$ cat src/rtl/chunked_sub_pkg.sv
// Shared definitions for the chunked sequential subtractor: FSM states and default widths.
// Latency: none (declarations only).
// Backpressure: not applicable.
package chunked_sub_pkg;

  localparam int default_data_width  = 32;
  localparam int default_chunk_width = 8;

  typedef enum logic {
    IDLE = 1'b0,
    CALC = 1'b1
  } state_t;

endpackage

$ cat src/rtl/chunk_sub.sv
// One chunk of a ripple subtract: {borrow_out, diff} = a_i - b_i - borrow_in.
// Latency: purely combinational.
// Backpressure: not applicable.
module chunk_sub
  import chunked_sub_pkg::*;
#(
  parameter int chunk_width = default_chunk_width
) (
  input  logic [chunk_width-1:0] a_i,
  input  logic [chunk_width-1:0] b_i,
  input  logic                   borrow_in,
  output logic [chunk_width-1:0] diff,
  output logic                   borrow_out
);

  // One extra bit catches the borrow: a negative result sets the top bit.
  logic [chunk_width:0] wide;

  assign wide       = {1'b0, a_i} - {1'b0, b_i} - {{chunk_width{1'b0}}, borrow_in};
  assign diff       = wide[chunk_width-1:0];
  assign borrow_out = wide[chunk_width];

endmodule

$ cat src/rtl/chunked_sub_seq.sv
// Sequential a - b, one chunk_width slice per cycle through a single shared chunk subtractor.
// Latency: req accepted at edge E0 -> ack pulse in the cycle after edge E0 + num_chunks.
// Backpressure: req is ignored while busy; req in the ack cycle starts the next operation.
module chunked_sub_seq
  import chunked_sub_pkg::*;
#(
  parameter int data_width  = default_data_width,
  parameter int chunk_width = default_chunk_width
) (
  input  logic                  clk,
  input  logic                  rst,
  input  logic                  req,
  input  logic [data_width-1:0] a,
  input  logic [data_width-1:0] b,
  output logic                  busy,
  output logic                  ack,
  output logic [data_width-1:0] out,
  output logic                  borrow
);

  localparam int num_chunks = data_width / chunk_width;
  localparam int idx_w      = (num_chunks > 1) ? $clog2(num_chunks) : 1;
  localparam logic [idx_w-1:0] last_idx = idx_w'(num_chunks - 1);

  state_t state, state_nxt;

  logic [data_width-1:0]  a_q, b_q;
  logic [data_width-1:0]  res_q, res_nxt;
  logic [idx_w-1:0]       idx;
  logic                   brw_q;
  logic [31:0]            base;
  logic [chunk_width-1:0] a_i, b_i, diff;
  logic                   borrow_in, borrow_out;
  logic                   accept, done;

  // Slice selection: the index mux in front of the shared chunk subtractor.
  assign base      = 32'(idx) * 32'(chunk_width);
  assign a_i       = a_q[base +: chunk_width];
  assign b_i       = b_q[base +: chunk_width];
  assign borrow_in = (idx == '0) ? 1'b0 : brw_q;

  chunk_sub #(
    .chunk_width(chunk_width)
  ) u_chunk_sub (
    .a_i       (a_i),
    .b_i       (b_i),
    .borrow_in (borrow_in),
    .diff      (diff),
    .borrow_out(borrow_out)
  );

  // Merge this cycle's chunk into the partial result held off the output.
  always_comb begin
    res_nxt = res_q;
    res_nxt[base +: chunk_width] = diff;
  end

  // State register.
  always_ff @(posedge clk) begin
    if (rst) begin
      state <= IDLE;
    end else begin
      state <= state_nxt;
    end
  end

  // Next-state logic, busy, and the accept/done strobes for the datapath.
  always_comb begin
    state_nxt = state;
    busy      = 1'b0;
    accept    = 1'b0;
    done      = 1'b0;
    case (state)
      IDLE: begin
        if (req) begin
          accept    = 1'b1;
          state_nxt = CALC;
        end
      end
      CALC: begin
        busy = 1'b1;
        if (idx == last_idx) begin
          done      = 1'b1;
          state_nxt = IDLE;
        end
      end
      default: state_nxt = IDLE;
    endcase
  end

  // Operand capture, per-chunk accumulation, and publishing of the final result.
  always_ff @(posedge clk) begin
    if (rst) begin
      a_q    <= '0;
      b_q    <= '0;
      res_q  <= '0;
      idx    <= '0;
      brw_q  <= 1'b0;
      ack    <= 1'b0;
      out    <= '0;
      borrow <= 1'b0;
    end else begin
      ack <= done;
      if (accept) begin
        a_q   <= a;
        b_q   <= b;
        idx   <= '0;
        brw_q <= 1'b0;
      end else if (busy) begin
        res_q <= res_nxt;
        brw_q <= borrow_out;
        idx   <= idx + 1'b1;
      end
      // out only changes on completion, so partial chunks never leak.
      if (done) begin
        out    <= res_nxt;
        borrow <= borrow_out;
      end
    end
  end

endmodule
$ cat config.mk
export PLATFORM = sky130hd
export DESIGN_NAME = chunked_sub_seq
export DESIGN_NICKNAME = d
export VERILOG_FILES = /design/src/rtl/chunked_sub_pkg.sv /design/src/rtl/chunk_sub.sv /design/src/rtl/chunked_sub_seq.sv
export SDC_FILE = /design/constraint.sdc
export NUM_CORES = 1
export LEC_CHECK = 0
export CAP_MARGIN = 10
export CORE_UTILIZATION = 35
export DETAILED_ROUTE_END_ITERATION = 10
export SYNTH_ARGS = -nofsm -noshare
export SYNTH_HDL_FRONTEND = slang
export SYNTH_SLANG_ARGS = --single-unit
$ cat constraint.sdc
create_clock -name clk -period 3.3 [get_ports clk]
set_input_delay 0.33 -clock clk [delete_from_list [all_inputs] [get_ports clk]]
set_output_delay 0.33 -clock clk [all_outputs]
set_load 0.005 [all_outputs]
==> flow_summary.json, run 1 <==
{
  "sequentialPower_w": 0.00162,
  "yosysUniqueCellTypes": 35,
  "r2r_setup_slack_ps": 230,
  "cts-htree-levels": 4,
  "fin_tns_setup_ps": 0,
  "combPwrFrac": 0.162,
  "clk_share": 0.0814,
  "yosys-stat-area_um2": 5390,
  "wl_per_cell_um": 15.0,
  "area.growth.synth_to_final_pct": 33.3,
  "whs_path_depth": 2,
  "cts_root_buf": "clkbuf_16",
  "setup_violations": 0,
  "yosys_register_bits": 126,
  "ys.flop_type": "dfxtp_1",
  "met2_length_um": 6590,
  "crit_required_ps": 3600,
  "cts_buffer_depth": 2,
  "cp_max_fo": 10,
  "worstPathCellList": "buf_4, mux4_2, ha_1, inv_1, ha_1, a2111o_1, a311o_1, xor2_1, o21ai_0",
  "ir_drop_uv": 424,
  "die_w_um": 126,
  "power_density_nw_per_um2": 572,
  "run_status": "finished clean",
  "reg2reg_to": "borrow",
  "antenna_found_initial": 0,
  "top_cells_by_count": "163 x nand2_1, 126 x dfxtp_1, 80 x a21oi_1, 29 x clkbuf_1, 29 x inv_1",
  "max_cap_violations": 0,
  "critPathCapture": "borrow",
  "synth_area_leader_cell": "dfxtp_1",
  "hold_path_class": "register to register",
  "hp-start": "res_q[23]",
  "floorplan.nets": 712,
  "ys_async_sr_fraction": 0,
  "finalWeightedCongestion": 0.787,
  "num-multi-input-gates": 429,
  "top_usage_layer": "met2",
  "reg2regPathDepth": 9,
  "routed.top_layer": "met4",
  "overflow": 0,
  "largestRegisters": "a_q: 32 flops, b_q: 32 flops, out: 32 flops",
  "cp_top_family": "AND-OR/OR-AND gates",
  "power_switching_w": 0.00108,
  "ys_warn_count": 0,
  "rows": 45,
  "taps": 188,
  "firstDrtPassIters": 4,
  "ioPinCount": 102,
  "worst_slack_ps": 225,
  "comb_area_um2": 2610,
  "finalHoldViolCount": 0,
  "drc_errors": 0,
  "grt_setup_unrepaired": "false",
  "startpoint_type": "register",
  "nNonClkBuffers": 117,
  "antenna_cells": 0,
  "met3_length_um": 614,
  "seq_share": 0.351,
  "final_area_um2": 7190,
  "avgSynthCellArea_um2": 8.61,
  "cp.depth": 9,
  "dr.first_iter.drc_count": 358,
  "insertion_delay_ps": 420,
  "ys_seq_share": 0.468,
  "post-cts-setup-buffers": 0,
  "hold_ws_ps": 445,
  "buffer_area_frac": 0.157,
  "switching_share": 0.262,
  "dominant_cells": "logic gates",
  "critPathSlowestCell": "mux4_2",
  "hpwl_um": 10100,
  "final_common_cell": "nand2_1",
  "finalNetCount": 806,
  "yosysCellCount": 626,
  "num-fill-cells": 1440,
  "syn_area_um2": 5390,
  "drv_slew": 0,
  "crit_path_max_incr_delay_ps": 530,
  "p_clk_w": 0.00183,
  "p_leak_nw": 2.66
}
[run 1: worst reg2reg max path: stages (launching register included)]
cell      delay, ps
dfxtp_1         420
buf_4           280
mux4_2          530
ha_1            290
inv_1            40
ha_1            360
a2111o_1        430
a311o_1         340
xor2_1          170
o21ai_0          90
[run 1: stage by stage]
step	util	std cells
finish	0.475	921
global route	0.475	921
CTS	0.475	921
detailed placement	0.436	889
global placement	0.436	889
floorplan	-	626
[run 1: cell families (layout without fill, tap and decap cells)]
logic type | after synthesis | in the layout | share of synthesized area
AOI/OAI and AO/OA | 161 | 161 | 0.177
xor gates and xnor gates | 9 | 9 | 0.0160
adders and majority gates | 19 | 19 | 0.0469
buffers and inverters | 71 | 178 | 0.0506
DFF | 126 | 126 | 0.468
muxes | 18 | 18 | 0.0729
and+or+nand+nor | 222 | 222 | 0.169
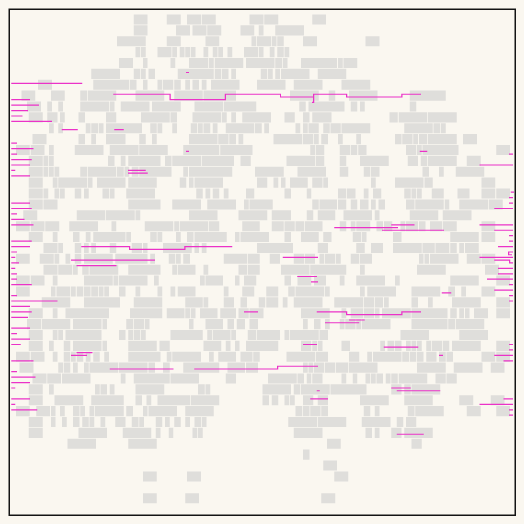
Run 1: signal wires on met3
(4 px per um) Cells faint in the background.
wire length on this layer: 615 um
main direction: horizontal
via count: 4635
Routed WL: 13800 um
met3 Track Usage GR: 0.0455

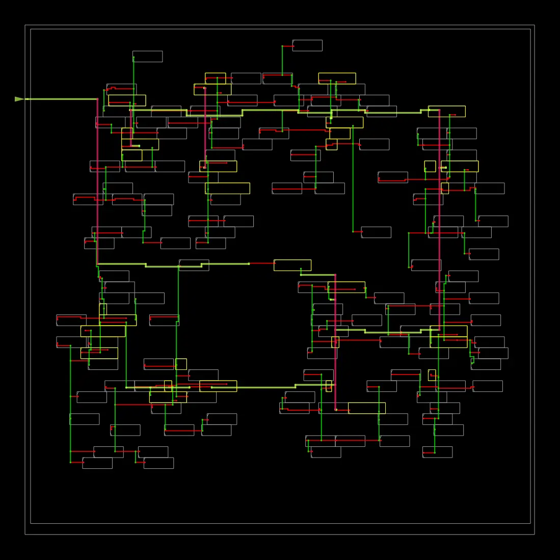
Run 1: clock routing
clkbuf count: 21
CTS Buf Count: 17
final setup skew: 6.22 ps
CTS Sinks: 126

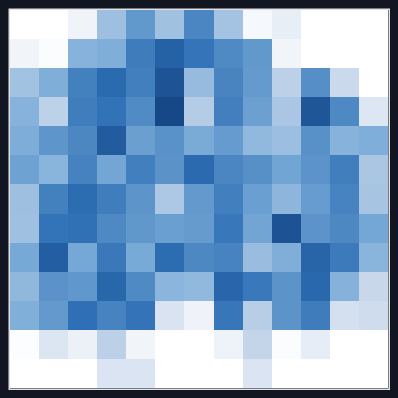
Run 1: placement density heat map
(3 px per um) The die is cut into 13 by 13 equal tiles; white is low, dark blue is high, 0 to 100% covered.
emptiest ninth of the die: upper right
fullest tile: 91%
nearly empty tiles: 15%
tiles over 75% full: 8.9%
mean over tiles: 44%
Initial Util: 0.356
Core ar.: 15100 um^2
post-layout util: 0.475

==> inputs of run 2 (changes only) <==
--- a/config.mk
+++ b/config.mk
@@ -6,6 +6,7 @@
 export NUM_CORES = 1
 export LEC_CHECK = 0
 export CAP_MARGIN = 10
+export CORE_MARGIN = 5
 export CORE_UTILIZATION = 35
 export DETAILED_ROUTE_END_ITERATION = 10
 export SYNTH_ARGS = -nofsm -noshare
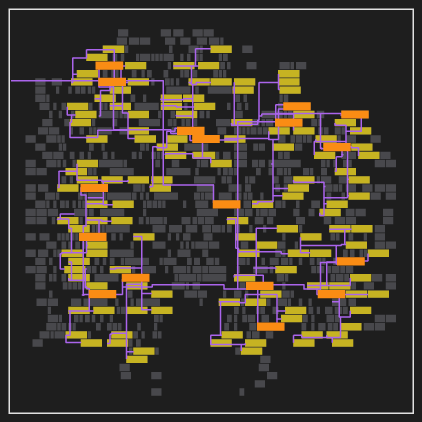
Run 2: routed clock nets over the placement
(3 px per um)
[orange] cells driving clock nets | count: 17
[yellow] flip-flops | count: 126
[purple] clock wires | length: 1530 um
flops lie: spread over the die
routed clock nets: 18
Latency at later pin: 410 ps
final setup skew: 6.09 ps

==> run 2 against run 1 <==
  * Largest power group unchanged
  * Core utilization decreased by 0.18 points
  * Die size increased by 13%
  * Hold slack got worse by 69 ps
  * Setup slack improved by 74 ps
  * Critical path depth unchanged
  * Non-clock buffer count decreased by 5
  * Sequential cell count unchanged
  * Register-to-register slack improved by 70 ps
  * Clock power about the same
  * Via count decreased by 0.24%
  * Routed wire length increased by 0.54%
  * Sequential share of layout area increased by 0.15 points
==> flow_summary.json, run 2 <==
{
  "run_status": "finished clean",
  "final.clkbuf_count": 26,
  "antenna_cells": 0,
  "sequentialPower_w": 0.00162,
  "yosysUniqueCellTypes": 35,
  "initCoreUtil": 0.356,
  "p_leak_nw": 2.65,
  "yosys-stat-area_um2": 5390,
  "num-fill-cells": 1399,
  "firstDrtPassIters": 5,
  "syn_area_um2": 5390,
  "grt_setup_unrepaired": "false",
  "ir_drop_uv": 412,
  "overflow": 0,
  "worstPathCellList": "buf_4, mux4_2, fa_1, inv_1, ha_1, a21oi_4, a21oi_4, xnor2_2, o21ai_0",
  "cts_num_sinks": 126,
  "nNonClkBuffers": 112,
  "dominant_cells": "logic gates",
  "switching_share": 0.254,
  "clk_share": 0.0812,
  "cp_top_family": "adder cells",
  "adder_share": 0.0469,
  "combPwrFrac": 0.161,
  "comb_area_um2": 2610,
  "cts_buffer_depth": 2,
  "finish.utilization": 0.473,
  "taps": 188,
  "mux_share": 0.0729,
  "power_density_nw_per_um2": 568,
  "area.growth.synth_to_final_pct": 32.8,
  "dr.first_iter.drc_count": 252,
  "startpoint_type": "register",
  "synthTopLogicFamily": "AND-OR/OR-AND gates",
  "cts_root_buf": "clkbuf_16",
  "rows": 45,
  "power_switching_w": 0.00103,
  "critPathSlowestCell": "mux4_2",
  "ys_async_sr_fraction": 0,
  "num-multi-input-gates": 429,
  "cts-htree-levels": 4,
  "fin_tns_setup_ps": 0,
  "ys_seq_share": 0.468,
  "setup_violations": 0,
  "simple_gate_share": 0.169,
  "coreArea_um2": 15100,
  "ioPinCount": 102,
  "seq_share": 0.352,
  "drc_errors": 0,
  "drv_slew": 0,
  "cp_max_fo": 11,
  "ys.flop_type": "dfxtp_1",
  "crit_path_max_incr_delay_ps": 560,
  "hold_path_class": "input port to register",
  "finalNetCount": 801,
  "final_common_cell": "nand2_1",
  "post-cts-setup-buffers": 0,
  "die_w_um": 134,
  "floorplan.nets": 712,
  "p_clk_w": 0.00180,
  "antenna_found_initial": 0,
  "fin_cells": 915,
  "numCtsBuffers": 17,
  "synth_area_leader_cell": "dfxtp_1"
}
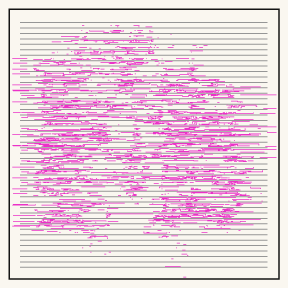
Run 2: metal 1
(2 px per um) Supply wires on this layer in grey.
main direction: horizontal
wire length on this layer: 6390 um
share of all routed wire: 46%
GRT met1 Usage: 0.209
via count: 4624
Routed WL: 13900 um

-- run 2: final timing paths --
check | start | end | slack [ps] | depth (start not counted)
setup reg to reg | idx[0] | out[13] | 300 | 9
setup / recovery | idx[0] | out[13] | 300 | 9
hold reg to reg | res_q[23] | res_q[23] | 450 | 2
hold / removal | rst | brw_q | 380 | 4
-- run 2: metrics by stage --
stage / setup slack [ps] / hold WS, ps
floorplan: 55.2 / 425
global placement: 233 / 438
detailed placement: 173 / 446
CTS: 165 / 367
global route: 70.8 / 405
finish: 299 / 375
-- run 2: routing by layer --
layer	routed length, um	GRT usage	share of wire
met5	0	0	0
met4	236	0.0549	0.017
met3	769	0.0454	0.055
met2	6480	0.262	0.47
met1	6390	0.209	0.46
Power is estimated from default activity; no workload was simulated.
